`config.mk`:
```
export PLATFORM = sky130hd
export DESIGN_NAME = ps2_host_tx
export DESIGN_NICKNAME = d
export VERILOG_FILES = /design/src/rtl/ps2_host_tx.sv
export SDC_FILE = /design/constraint.sdc
export NUM_CORES = 1
export LEC_CHECK = 0
export CAP_MARGIN = 0
export CORE_MARGIN = 4
export CORE_UTILIZATION = 35
export CTS_CLUSTER_SIZE = 12
export DETAILED_ROUTE_END_ITERATION = 16
export GPL_TIMING_DRIVEN = 1
export MAX_ROUTING_LAYER = met4
export SYNTH_ARGS = -nofsm -noshare
export SYNTH_HDL_FRONTEND = slang
export SYNTH_SLANG_ARGS = --single-unit
```
`constraint.sdc`:
```
create_clock -name clk_i -period 3.3 [get_ports clk_i]
set_clock_uncertainty 0.2 [all_clocks]
set_input_delay 0.66 -clock clk_i [delete_from_list [all_inputs] [get_ports clk_i]]
set_output_delay 0.66 -clock clk_i [all_outputs]
set_load 0.01 [all_outputs]
```
`src/rtl/ps2_host_tx.sv`:
```
// rtl/ps2_host_tx.sv - PS/2 host-to-device command byte transmitter
// Optional watchdog abort is built in when PS2_TX_TIMEOUT_EN is defined.
module ps2_host_tx #(
  parameter int unsigned INHIBIT_CYCLES = 5000,
  parameter int unsigned TIMEOUT_CYCLES = 750000
) (
  input  logic       clk_i,
  input  logic       rst_ni,
  input  logic [7:0] data_i,
  input  logic       valid_i,
  output logic       ready_o,
  output logic       done_o,
  output logic       err_o,
  input  logic       ps2_clk_i,
  input  logic       ps2_data_i,
  output logic       ps2_clk_oe_o,
  output logic       ps2_data_oe_o
);
  localparam int unsigned INH_W = $clog2(INHIBIT_CYCLES + 1);

  typedef enum logic [2:0] {S_IDLE, S_INHIBIT, S_TX, S_ACK, S_WAIT_IDLE} state_e;

  state_e state_q, state_d;

  logic             clk_s1, clk_s2, data_s1, data_s2;
  logic             clk_prev, clk_curr, fall;
  logic [7:0]       shift_q;
  logic             parity_q, drive_q, ack_bad_q;
  logic [3:0]       bit_cnt;
  logic [INH_W-1:0] inh_cnt;
  logic             inh_last;
  logic             done_q, err_q, done_d, err_d;
  logic             wd_expired;

  // Lines idle high, so the synchronisers and edge pair reset to 1.
  always_ff @(posedge clk_i or negedge rst_ni) begin
    if (!rst_ni) begin
      clk_s1   <= 1'b1;
      clk_s2   <= 1'b1;
      data_s1  <= 1'b1;
      data_s2  <= 1'b1;
      clk_curr <= 1'b1;
      clk_prev <= 1'b1;
    end else begin
      clk_s1   <= ps2_clk_i;
      clk_s2   <= clk_s1;
      data_s1  <= ps2_data_i;
      data_s2  <= data_s1;
      clk_curr <= clk_s2;
      clk_prev <= clk_curr;
    end
  end

  assign fall     = clk_prev & ~clk_curr;
  assign inh_last = (inh_cnt == INH_W'(INHIBIT_CYCLES - 1));

`ifdef PS2_TX_TIMEOUT_EN
  localparam int unsigned WD_W = $clog2(TIMEOUT_CYCLES + 1);
  logic [WD_W-1:0] wd_cnt;
  logic            wd_active;

  assign wd_active = (state_q == S_TX) || (state_q == S_ACK) || (state_q == S_WAIT_IDLE);

  always_ff @(posedge clk_i or negedge rst_ni) begin
    if (!rst_ni)        wd_cnt <= '0;
    else if (wd_active) wd_cnt <= wd_cnt + WD_W'(1);
    else                wd_cnt <= '0;
  end

  assign wd_expired = wd_active && (wd_cnt == WD_W'(TIMEOUT_CYCLES - 1));
`else
  // No watchdog: a silent device parks the block until reset.
  assign wd_expired = (TIMEOUT_CYCLES == 32'd0) & 1'b0;
`endif

  always_ff @(posedge clk_i or negedge rst_ni) begin
    if (!rst_ni) state_q <= S_IDLE;
    else         state_q <= state_d;
  end

  always_comb begin
    state_d = state_q;
    done_d  = 1'b0;
    err_d   = 1'b0;
    case (state_q)
      S_IDLE:      if (valid_i) state_d = S_INHIBIT;
      S_INHIBIT:   if (inh_last) state_d = S_TX;
      S_TX:        if (fall && bit_cnt == 4'd9) state_d = S_ACK;
      S_ACK:       if (fall) state_d = S_WAIT_IDLE;
      S_WAIT_IDLE: begin
        if (clk_s2 && data_s2) begin
          state_d = S_IDLE;
          done_d  = 1'b1;
          err_d   = ack_bad_q;
        end
      end
      default:     state_d = S_IDLE;
    endcase
    if (wd_expired) begin
      state_d = S_IDLE;
      done_d  = 1'b1;
      err_d   = 1'b1;
    end
  end

  // Bit counter 0 in S_TX is the request-to-send phase (start bit held low).
  always_ff @(posedge clk_i or negedge rst_ni) begin
    if (!rst_ni) begin
      shift_q   <= '0;
      parity_q  <= 1'b0;
      drive_q   <= 1'b0;
      ack_bad_q <= 1'b0;
      bit_cnt   <= '0;
      inh_cnt   <= '0;
      done_q    <= 1'b0;
      err_q     <= 1'b0;
    end else begin
      done_q <= done_d;
      err_q  <= err_d;
      case (state_q)
        S_IDLE: begin
          if (valid_i) begin
            shift_q   <= data_i;
            parity_q  <= ~^data_i;
            inh_cnt   <= '0;
            ack_bad_q <= 1'b0;
          end
        end
        S_INHIBIT: begin
          inh_cnt <= inh_cnt + INH_W'(1);
          if (inh_last) begin
            drive_q <= 1'b1;
            bit_cnt <= '0;
          end
        end
        S_TX: begin
          if (fall) begin
            bit_cnt <= bit_cnt + 4'd1;
            if (bit_cnt < 4'd8) begin
              drive_q <= ~shift_q[0];
              shift_q <= {1'b0, shift_q[7:1]};
            end else if (bit_cnt == 4'd8) begin
              drive_q <= ~parity_q;
            end else begin
              drive_q <= 1'b0;
            end
          end
        end
        S_ACK:   if (fall) ack_bad_q <= data_s2;
        default: ;
      endcase
    end
  end

  assign ready_o       = (state_q == S_IDLE);
  assign done_o        = done_q;
  assign err_o         = err_q;
  assign ps2_clk_oe_o  = (state_q == S_INHIBIT);
  assign ps2_data_oe_o = ((state_q == S_INHIBIT) && inh_last) || ((state_q == S_TX) && drive_q);

endmodule

```
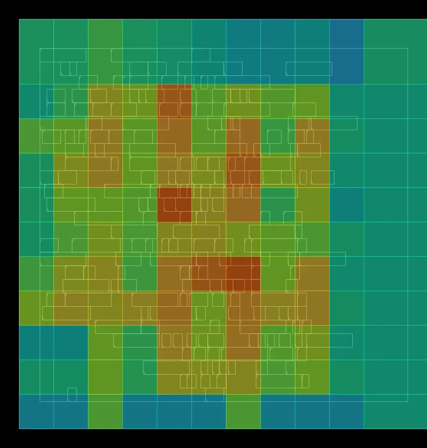
Fig. 1. Track usage over the die.
GRT Util Overall: 13.3%
fraction of met2 tracks used by global routing: 17.9%
Top Usage Layer GRT: met1

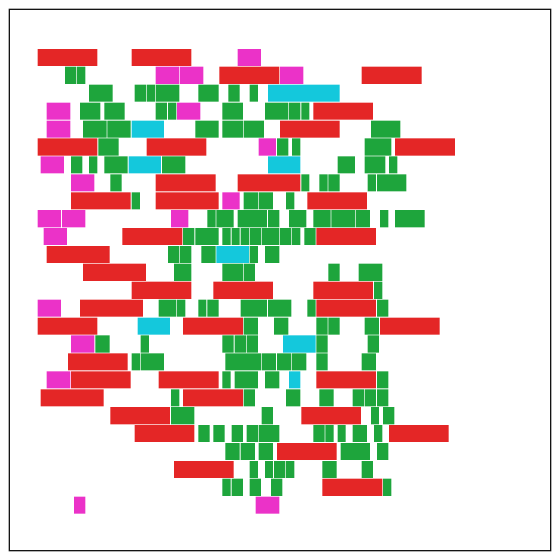
Fig. 2. Placement by cell class.
magenta -> other buffers and delay cells  # cells 20, share of their area 8.6%
green -> all other logic  # cells 144, share of their area 41%
cyan -> clock drivers and dummy loads  # cells 8, share of their area 5.4%
red -> flip-flops  # cells 39, share of their area 45%
share of cell area taken by flip-flops and latches: 43.4%
Design Area, Final: 2270 µm²
Core Box Area: 5200 µm²
post-layout utilization of the core: 43.6%
# rows: 26

==> COMMIT_EDITMSG <==
Add synthesis and place-and-route results

- Per the synthesis report, the single largest cell type by area occupies 43.1% of cell area.
- Number of cells on the critical path: 5
- Per the CTS log, the root buffer master is sky130_fd_sc_hd__clkbuf_8.
- Vias in the first global route: 1,357
* Largest reg by FF count: inh_cnt
- Routed length per instance: 13.1 µm
- Tracing the worst setup path back leads to its startpoint at inh_cnt[0].
- Tap Count: 70
- Fill cells in the final layout number 523.
- Entering global routing, the biggest net connects 40 pins.
- Status: finished, final reports clean
- The synthesized netlist occupies a cell area of 1920 µm².
* Non-clock buffer count in the final layout: 20
- Flop count: 39
* Synthesis area per yosys: 1920 µm²
- The layout summary lists the proportion of cells stronger than drive strength 1 as 10.9%.
* Largest regs: inh_cnt: 13 flops, shift_q: 8 flops, bit_cnt: 4 flops
* Crit path capture: ps2_data_oe_o
* Vias: 1,417
- Total met3 wirelength after detailed routing: 105 µm
- Clock power frac: 43.6%
- Logic area: 860 µm²
* Unrepaired setup endpoints after global routing: no
- The register with the most flip-flops in the layout has 13 of them.
- Per the post-synthesis report, the nets total 209.
- Top-count cell post-synth: sky130_fd_sc_hd__dfrtp_1
- For the pin with the worst max-slew slack, the measured transition is 0.871 ns.
- The number of cells reported by Yosys stat comes to 192.
* Final critical path time including I/O delays and setup: 3.02 ns
- Antenna viol nets, final: 0
* Non-filler cells, final: 281
- Hold wc startpoint: clk_s1
- TritonCTS built the clock tree.
- Clk slew on worst S/H paths: 0.08 ns
* Worst path required time: 2.44 ns
- Among the non-sequential cells, simple AND/OR/NAND/NOR gates take the most area.
- Half-perimeter wire length of the detailed placement result: 2.59 mm
* Worst Slack Setup Final: 0.284 ns
- Largest cell class: flip-flops and latches
- Met1 layer wirelength in the final routing: 1.88 mm
* Antenna violations before repair: 0
- Post-synth mux share: 6.85%
- The slew check shows that the tightest pin keeps a relative margin of 41.9%.
- Count of pins over their slew limit: 0
Power is estimated from default activity; no workload was simulated.
